$ cat src/rtl/clk_iq_pkg.sv
// Shared types and the quadrature phase-order helper for the I/Q clock monitor.
package clk_iq_pkg;

  typedef enum logic [1:0] {IDLE, ACQ, LOCKED, FAULT} iq_mon_state_e;

  typedef enum logic [2:0] {
    FLT_NONE  = 3'd0,
    FLT_SKIP  = 3'd1,
    FLT_REV   = 3'd2,
    FLT_STALL = 3'd3,
    FLT_COMP  = 3'd4
  } iq_fault_e;

  // {I,Q} forward order: 00 -> 10 -> 11 -> 01 -> 00
  function automatic logic [1:0] iq_fwd_next(input logic [1:0] s);
    case (s)
      2'b00:   iq_fwd_next = 2'b10;
      2'b10:   iq_fwd_next = 2'b11;
      2'b11:   iq_fwd_next = 2'b01;
      default: iq_fwd_next = 2'b00;
    endcase
  endfunction

endpackage

$ cat src/rtl/clk_iq_sync.sv
// Multi-flop synchronizer bringing the asynchronous 4-phase clock bus into the cki domain.
module clk_iq_sync
  import clk_iq_pkg::*;
#(
  parameter int SYNC_STAGES = 2
) (
  input  logic       cki,
  input  logic       rst,
  input  logic [3:0] d,
  output logic [3:0] q
);

  logic [3:0] stage_q [SYNC_STAGES];

  always_ff @(posedge cki) begin
    if (rst) begin
      for (int i = 0; i < SYNC_STAGES; i++) stage_q[i] <= '0;
    end else begin
      stage_q[0] <= d;
      for (int i = 1; i < SYNC_STAGES; i++) stage_q[i] <= stage_q[i-1];
    end
  end

  assign q = stage_q[SYNC_STAGES-1];

endmodule

$ cat src/rtl/clk_iq_mon.sv
// Receive-side monitor for the {~Q,~I,Q,I} divided clock bus: quadrature order,
// complementarity, I period, lock/direction status and sticky fault reporting.
module clk_iq_mon
  import clk_iq_pkg::*;
#(
  parameter int SYNC_STAGES = 2,
  parameter int LOCK_STEPS  = 8,
  parameter int STALL_MAX   = 64,
  parameter int PW          = 8
) (
  input  logic          cki,
  input  logic          rst,
  input  logic          en,
  input  logic [3:0]    ck_iq,
  input  logic          clr_fault,
  output logic          locked,
  output logic          fault,
  output logic [2:0]    fault_code,
  output logic          iq_dir,
  output logic [PW-1:0] period,
  output logic          period_vld
);

  localparam int GW = $clog2(LOCK_STEPS + 1);
  localparam int SW = $clog2(STALL_MAX + 1);
  localparam logic [GW-1:0] GOOD_LIM  = GW'(LOCK_STEPS - 1);
  localparam logic [SW-1:0] STALL_LIM = SW'(STALL_MAX - 1);
  localparam logic [SW-1:0] STALL_SAT = SW'(STALL_MAX);

  logic [3:0]    synced;
  logic [1:0]    s, s_prev;
  logic          step, skip, fwd, bwd, i_rise, good_step;
  logic          comp_bad, comp_bad_p1, comp_err, rev_err, stall_err, any_err;
  iq_fault_e     err_code;
  iq_mon_state_e state;
  logic [GW-1:0] good_cnt;
  logic [SW-1:0] stall_cnt;
  logic [PW-1:0] per_cnt;
  logic          dir_vld, first_rise;

  clk_iq_sync #(.SYNC_STAGES(SYNC_STAGES)) u_sync (
    .cki (cki),
    .rst (rst),
    .d   (ck_iq),
    .q   (synced)
  );

  assign s         = {synced[0], synced[1]};
  assign step      = (s != s_prev);
  assign skip      = (s == ~s_prev);
  assign fwd       = step && (s == iq_fwd_next(s_prev));
  assign bwd       = step && (s_prev == iq_fwd_next(s));
  assign i_rise    = (fwd && s_prev == 2'b00) || (bwd && s_prev == 2'b01);
  assign comp_bad  = (synced[2] != ~synced[0]) || (synced[3] != ~synced[1]);
  // One mismatching sample is edge skew between the true and complement wires
  assign comp_err  = comp_bad && comp_bad_p1;
  assign rev_err   = dir_vld && ((iq_dir && fwd) || (!iq_dir && bwd));
  // Flags on the sample that completes STALL_MAX step-free samples; a step never stalls
  assign stall_err = !step && (stall_cnt >= STALL_LIM);

  always_comb begin
    err_code = FLT_NONE;
    if (comp_err)       err_code = FLT_COMP;
    else if (skip)      err_code = FLT_SKIP;
    else if (rev_err)   err_code = FLT_REV;
    else if (stall_err) err_code = FLT_STALL;
  end

  assign any_err   = (err_code != FLT_NONE);
  assign good_step = (fwd || bwd) && !any_err;

  // Stage p1: previous sample, complement history, stall timer
  always_ff @(posedge cki) begin
    if (rst) begin
      s_prev      <= '0;
      comp_bad_p1 <= 1'b0;
      stall_cnt   <= '0;
    end else begin
      s_prev      <= s;
      comp_bad_p1 <= comp_bad;
      if (state == IDLE || step)    stall_cnt <= '0;
      else if (stall_cnt != STALL_SAT) stall_cnt <= stall_cnt + 1'b1;
    end
  end

  always_ff @(posedge cki) begin
    if (rst) begin
      state      <= IDLE;
      locked     <= 1'b0;
      fault      <= 1'b0;
      fault_code <= FLT_NONE;
      iq_dir     <= 1'b0;
      dir_vld    <= 1'b0;
      good_cnt   <= '0;
      first_rise <= 1'b1;
      per_cnt    <= '0;
      period     <= '0;
      period_vld <= 1'b0;
    end else if (!en) begin
      state      <= IDLE;
      locked     <= 1'b0;
      fault      <= 1'b0;
      fault_code <= FLT_NONE;
      iq_dir     <= 1'b0;
      dir_vld    <= 1'b0;
      good_cnt   <= '0;
      first_rise <= 1'b1;
      period_vld <= 1'b0;
    end else begin
      period_vld <= 1'b0;
      if (state != IDLE) begin
        if (i_rise) begin
          per_cnt <= PW'(1);
          if (first_rise) begin
            first_rise <= 1'b0;
          end else begin
            period     <= per_cnt;
            period_vld <= 1'b1;
          end
        end else if (per_cnt != '1) begin
          per_cnt <= per_cnt + 1'b1;
        end
      end

      case (state)
        IDLE: begin
          state      <= ACQ;
          good_cnt   <= '0;
          dir_vld    <= 1'b0;
          first_rise <= 1'b1;
        end
        ACQ: begin
          if (any_err) begin
            good_cnt <= '0;
          end else if (good_step) begin
            if (!dir_vld) begin
              dir_vld <= 1'b1;
              iq_dir  <= bwd;
            end
            if (good_cnt == GOOD_LIM) begin
              state    <= LOCKED;
              locked   <= 1'b1;
              good_cnt <= '0;
            end else begin
              good_cnt <= good_cnt + 1'b1;
            end
          end
        end
        LOCKED: begin
          if (any_err) begin
            state      <= FAULT;
            locked     <= 1'b0;
            fault      <= 1'b1;
            fault_code <= err_code;
          end
        end
        default: begin
          // Sticky until cleared; clearing wins over a same-cycle error
          if (clr_fault) begin
            state      <= ACQ;
            fault      <= 1'b0;
            fault_code <= FLT_NONE;
            good_cnt   <= '0;
            dir_vld    <= 1'b0;
            first_rise <= 1'b1;
          end
        end
      endcase
    end
  end

endmodule
$ cat config.mk
export PLATFORM = sky130hd
export DESIGN_NAME = clk_iq_mon
export DESIGN_NICKNAME = d
export VERILOG_FILES = /design/src/rtl/clk_iq_pkg.sv /design/src/rtl/clk_iq_sync.sv /design/src/rtl/clk_iq_mon.sv
export SDC_FILE = /design/constraint.sdc
export NUM_CORES = 1
export LEC_CHECK = 0
export CAP_MARGIN = 20
export CORE_UTILIZATION = 60
export DETAILED_ROUTE_END_ITERATION = 8
export PLACE_DENSITY = 0.84
export SLEW_MARGIN = 25
export SYNTH_ARGS = -nofsm -noshare
export SYNTH_HDL_FRONTEND = slang
export SYNTH_SLANG_ARGS = --single-unit
$ cat constraint.sdc
create_clock -name cki -period 3.2 [get_ports cki]
set_input_delay 0.48 -clock cki [delete_from_list [all_inputs] [get_ports cki]]
set_output_delay 0.48 -clock cki [all_outputs]
set_load 0.02 [all_outputs]
Fig. 1: run 1, track usage over the die
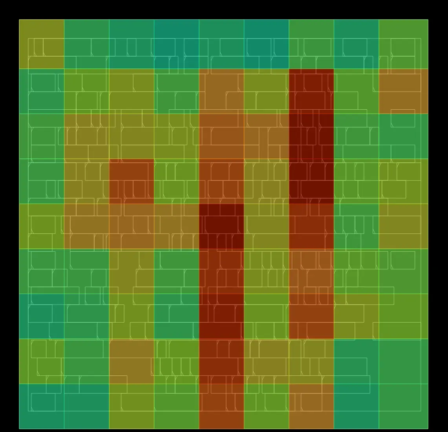
GRT met3 Usage: 6.02%
routing layer with the top usage in global route: met2

Fig. 2: run 1, port wiring
Drawn at 4 px/µm.
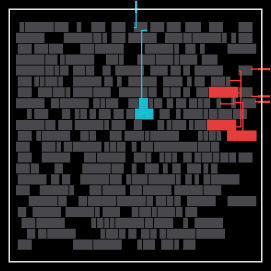
- fault_code: red (direction output; end cells 3; buffers 3; wire 43.2 µm)
- en: cyan (direction input; end cells 3; buffers 1; wire 30.4 µm)
IO buf count: 22
ports placed on the boundary: 23

Fig. 3: run 1, M3 wires
Drawn at 8 px/µm. Cells faint in the background.
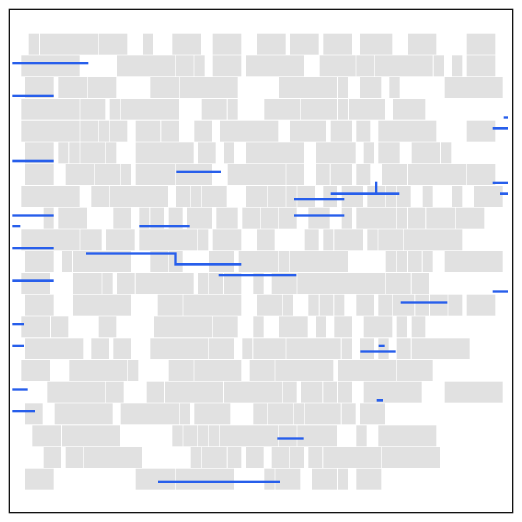
- nets with wire on the layer: 23
- share of all routed wire: 3.3%
- longest straight run: 14.9 µm
- wire length on this layer: 137 µm
- main direction: horizontal
overall via count from detail_route: 1,762
Total Wirelength: 4140 µm

Fig. 4: run 1, clock network drawn from the DEF
Drawn at 6 px/µm.
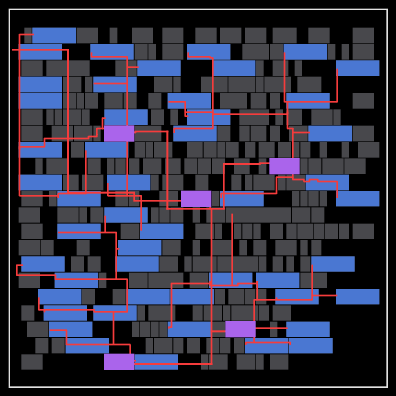
- clock wires: red (length 557 µm)
- flip-flops: blue (count 49)
- clock drivers: purple (count 5)
- routed clock nets: 6

-- run 1: area by class of cell --
class	count	share of cell area, %
well taps	46	2.22
clock buffers	7	3.33
flip-flops and latches	49	37.9
clock inverters	1	1.16
multi-input cells	180	45.8
inverters	4	0.579
repair buffers	24	9.08
-- run 1: worst paths after layout --
kind	cells after the start	end	from
max	6	state[0]	u_sync.stage_q[0][4]
min	1	u_sync.stage_q[0][4]	u_sync.stage_q[0][0]
max reg2reg	6	state[0]	u_sync.stage_q[0][4]
min reg2reg	1	u_sync.stage_q[0][4]	u_sync.stage_q[0][0]
-- run 1: where the power goes --
group | internal, mW | switching, mW | total, mW
clock network | 0.255 | 0.201 | 0.456
logic | 0.0440 | 0.0582 | 0.102
registers | 0.621 | 0.0104 | 0.631
total | 0.919 | 0.269 | 1.19
==> results.txt, run 1 <==
Notes on the flow run.

- 0 antenna diodes ended up in the layout.
- Post-CTS timing repair inserted 0 buffers for setup.
- The iteration count of the initial detailed-routing pass is 4, for reference.
- The headroom to the max-slew limit is between 40% and 50%, for reference.
- Counting flops and latches in the post-synthesis netlist gives 49.
- The clock reaches the later pin of the worst-skew pair after about 0.3 ns.
- The number of cell rows is 21, for reference.
- The worst setup path is launched from a flop.
- The global routing usage on met1 is roughly a quarter, for reference.
- The count of placed standard cells in the final layout, fillers left out is slightly above 300, for reference.
- The number of global-route vias before repair came to between 1,500 and 2,000.
- With fillers left out, the area of the finished cells amounts to 2590 µm².
- The area recorded from the Yosys report for this design is roughly 2200 µm².
- The post-layout net count is 281, for reference.
- The tool flagged a number of max-cap violations equal to 0.
- The flow ran to the end, and the final reports show no timing, DRC or antenna violations.
- The clock skew after layout is approximately 0.0094 ns, for reference.
- The final critical path time including I/O delays and setup is 2.28 ns, for reference.
- In this run the critical path is formed by xnor2_1 -> o21ai_0 -> nand2_1 -> o31a_1 -> or4_1 -> a21oi_1.
- Wire segments on met3 add up to roughly 140 µm in the final route.
- For this run, the total global-route usage over all layers was measured as 22.3%.
- The final worst hold slack is 0.451 ns, for reference.
- The met2 usage is a little under two fifths, for reference.
- The worst-case setup slack after placement is roughly 0.92 ns, for reference.
- STA classifies the critical path endpoint as a flop.
- When the netlist entered floorplanning its net count stood at 256.
- The number of gates given a new drive strength after cts is 0, for reference.
- The family of cells with the greatest summed delay on the critical path is AND-OR/OR-AND gates, for reference.
- The post-detailed-route via-to-cell ratio is 5.67, for reference.
- The achievable clock frequency is ~440 MHz, for reference.
- The number of hold buffers added after CTS is 0, for reference.
- The worst setup path is of the flop to flop kind.
- The number of nets still failing antenna checks after routing is 0, for reference.
- Before placement the cells fill between 60% and 70% of the core.
- In this run the vertical extent of the chip is 62.7 µm.
- The routed wirelength normalized by instance count is approximately 13 µm, for reference.
- Per the detail_route log, met2 wirelength is 2040 µm.
- In the final report, the number of pins over their slew limit comes to 0.
- The data required time reported for the critical path is 3.44 ns.
==> run 1 -> run 2 <==
Settings changed: CORE_UTILIZATION 60 to 50, PLACE_DENSITY 0.84 to 0.74.
Clock period 3.2 ns to 2.05 ns, I/O delays scaled along.
Fig. 5: run 2, port wiring
Drawn at 4 px/µm.
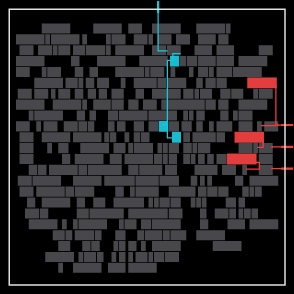
- fault_code: red (direction output; end cells 3; buffers 3; wire 29.3 µm)
- en: cyan (direction input; end cells 3; buffers 1; wire 39.8 µm)

==> run 2 against run 1 <==
  * Setup slack lost 0.85 ns
  * Critical endpoint is now fault_code[2]
  * Combinational power up 91%
  * Via count down 1.4%
  * Worst hold slack lost 0.0097 ns
  * Maximum frequency grew 15%
==> results.txt, run 2 <==
Notes on the flow run.

- The well tap count is 50, for reference.
- Sequential cells make up a little over a third of the cell area.
- The number of ordinary and repair buffers in the finished layout is 39, for reference.
- The number of gates resized after CTS was 1.
- The logic depth of the worst path, buffers included is 6, for reference.
- The floorplan utilization is 53.8%, for reference.
- The worst-case setup slack after placement is 0.0221 ns, for reference.
- Walking the worst path, the cells encountered are xnor2_2 -> or3_4 -> a21boi_4 -> nor3_4 -> or4_4 -> mux2i_1.
- Headroom to the max-slew limit came out at 66.9%.
- The clock skew after layout is 0.0111 ns, for reference.
- The global routing usage on met1 is 25.3%, for reference.
- The post-layout net count is 296, for reference.
- The number of input and output port buffers inserted is 22, for reference.
- The count of buffers added by post-CTS timing repair for setup is 0, for reference.
- The source of the critical timing path is u_sync.stage_q[0][5], for reference.
- 0 antenna diodes ended up in the layout.
- The number of nets still failing antenna checks after routing is 0, for reference.
- The number of cells on the worst hold path is 1, for reference.
- The final number of max-transition violations is 0, for reference.
- The routed wire length is approximately 4200 µm, for reference.
- The die is approximately 69 µm tall.
- Looking at the hold checks, the worst path lands on u_sync.stage_q[0][4].
- For this sky-water flow run, the detailed-routed wirelength per cell is reported as 12.9 µm.
- The flow ran to the end, and the final reports show no timing, DRC or antenna violations.
- The global routing report lists combined usage of all routing layers as 20.1%.
- The source of the worst hold timing path is u_sync.stage_q[0][0], for reference.
- The number of top-level pins is 23, for reference.
- The register bit count reported by yosys is 49, for reference.
- Per the detail_route log, met2 wirelength is 2020 µm.
- The number of global-route vias before repair is about 1,500, for reference.
- The met2 usage is 32.5%, for reference.
- By startpoint and endpoint, the worst setup path is classified as flop to flop.
- The global-route track usage on met3 is slightly below 5%, for reference.
- The required time of the worst setup path is 2.25 ns, for reference.
- Once layout is complete, the cells apart from fillers number approximately 330.
- The number of clock buffers in the layout is 6, for reference.
- The capture point of the critical path is fault_code[2], for reference.
- Non-clock inverters in the final layout number 4.
- The number of nets in the synthesized netlist is ~260.
- The worst register-to-register path has a depth of 6.
- The post-synth area from yosys stat is 2210 µm², for reference.
- The detailed route wirelength on metal3 is 141 µm, for reference.
- The fraction of area in non-clock buffers is 12.5%, for reference.
- The number of hold buffers added after CTS is 0, for reference.
- In this design, the largest share of critical-path delay is due to simple AND/OR/NAND/NOR gates.
run 2: per-stage QoR:
| step | instance area, µm² | hold slack (ns) | util [%] |
|---|---|---|---|
| 3_3_place_gp | 2580 | 0.420 | 62.8 |
| 4_1_cts | 2710 | 0.441 | 65.7 |
| 5_1_grt | 2780 | 0.463 | 67.6 |
| 3_5_place_dp | 2580 | 0.420 | 62.8 |
| 2_1_floorplan | 2230 | 0.379 | - |
| 6_report | 2780 | 0.441 | 67.6 |
run 2: power by group:
group | internal, mW | switching (mW) | total (mW)
Clock | 0.397 | 0.325 | 0.722
Sequential | 0.967 | 0.0166 | 0.984
Combinational | 0.0928 | 0.102 | 0.195
Total | 1.46 | 0.444 | 1.90
==> run 2 -> run 3 <==
--- a/config.mk
+++ b/config.mk
@@ -11,2 +11,3 @@
 export PLACE_DENSITY = 0.74
+export SKIP_LAST_GASP = 1
 export SLEW_MARGIN = 25
--- a/constraint.sdc
+++ b/constraint.sdc
@@ -3,2 +3,2 @@
 set_output_delay 0.3075 -clock cki [all_outputs]
-set_load 0.02 [all_outputs]
+set_load 0.05 [all_outputs]
Fig. 6: run 3, track usage over the die
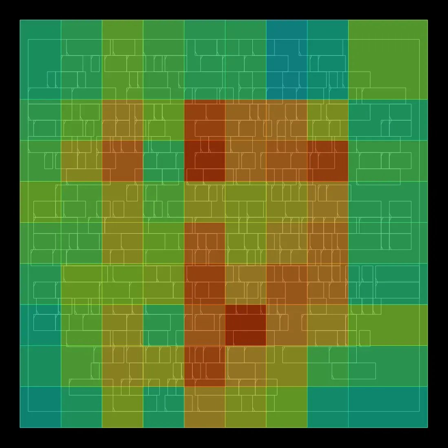
global routing usage summed across all routing layers: 19.3%
GR Util met1: 24.7%

==> run 3 against run 2 <==
  * Worst hold slack gained 0.00073 ns
  * Clock skew fell by 0.0028 ns
  * Global-route usage decreased by 0.80 points
  * Count of clock-buffer cells in the layout stayed put
  * Highest routed layer unchanged
==> results.txt, run 3 <==
Notes on the flow run.

- The flow ran to the end, and the final reports show no timing, DRC or antenna violations.
- The post-synth area from yosys stat is about 2200 µm², for reference.
- Before placement the cells fill 53.8% of the core.
- The achievable clock frequency is roughly 520 MHz, for reference.
- The most heavily used metal layer in global routing is met2, for reference.
- Hold timing on the final database bottoms out at a slack of 0.442 ns.
- Once layout is complete, the utilization of the core stands at 65.8%.
- The clock skew after layout is approximately 0.0083 ns, for reference.
- The type of the worst setup path is flop to flop, for reference.
- The routed wirelength normalized by instance count is roughly 13 µm, for reference.
- The routed wire length is roughly 4200 µm, for reference.
- Global routing consumed, on the met2 layer, a little under a third of the routing resources.
- The number of cell rows is 23, for reference.
- The endpoint of the lowest-slack register-to-register path is fault_code[1], for reference.
- Per the timing report, the most critical flop-to-flop path originates at u_sync.stage_q[0][5].
- The final number of max-transition violations is 0, for reference.
- Leaving out filler cells and counting taps, the final layout contains 328.
- The type of destination of the critical path is a flop, for reference.
- The count of nets left with antenna violations once routing finished came out at 0.
- The summed area of non-filler cells in the final layout is 2710 µm², for reference.
- After detailed placement, the total cell area comes to approximately 2600 µm².
- The net count after synthesis is 256.
- The max-capacitance violation count is 0, for reference.
## run 3: netlist changes by cell type in the layout (fill, tap and decap cells not counted), sizes merged
| cell | change |
|---|---|
| bufinv | -1 |
| clkinvlp | -1 |
| buf | -2 |
| clkinv | +2 |
## run 3: routing by layer
layer	vias to the layer above	wire [µm]
li1	905	-
met1	776	2080
met2	36	1950
met4	0	38
met3	5	152
met5	-	0
## run 3: area by class of cell
cell class / count / share of cell area [%]
sequential: 49 / 36.4
multi-input combinational: 180 / 45.4
inverter: 4 / 0.555
timing repair buffer: 37 / 12.3
tap: 50 / 2.31
clock buffer: 6 / 2.68
clock inverter: 2 / 0.370
## run 3: where the power goes
group / internal, mW / switching [mW]
Combinational: 0.0885 / 0.0991
Sequential: 0.969 / 0.0161
Clock: 0.237 / 0.308
Power is estimated from default activity; no workload was simulated.
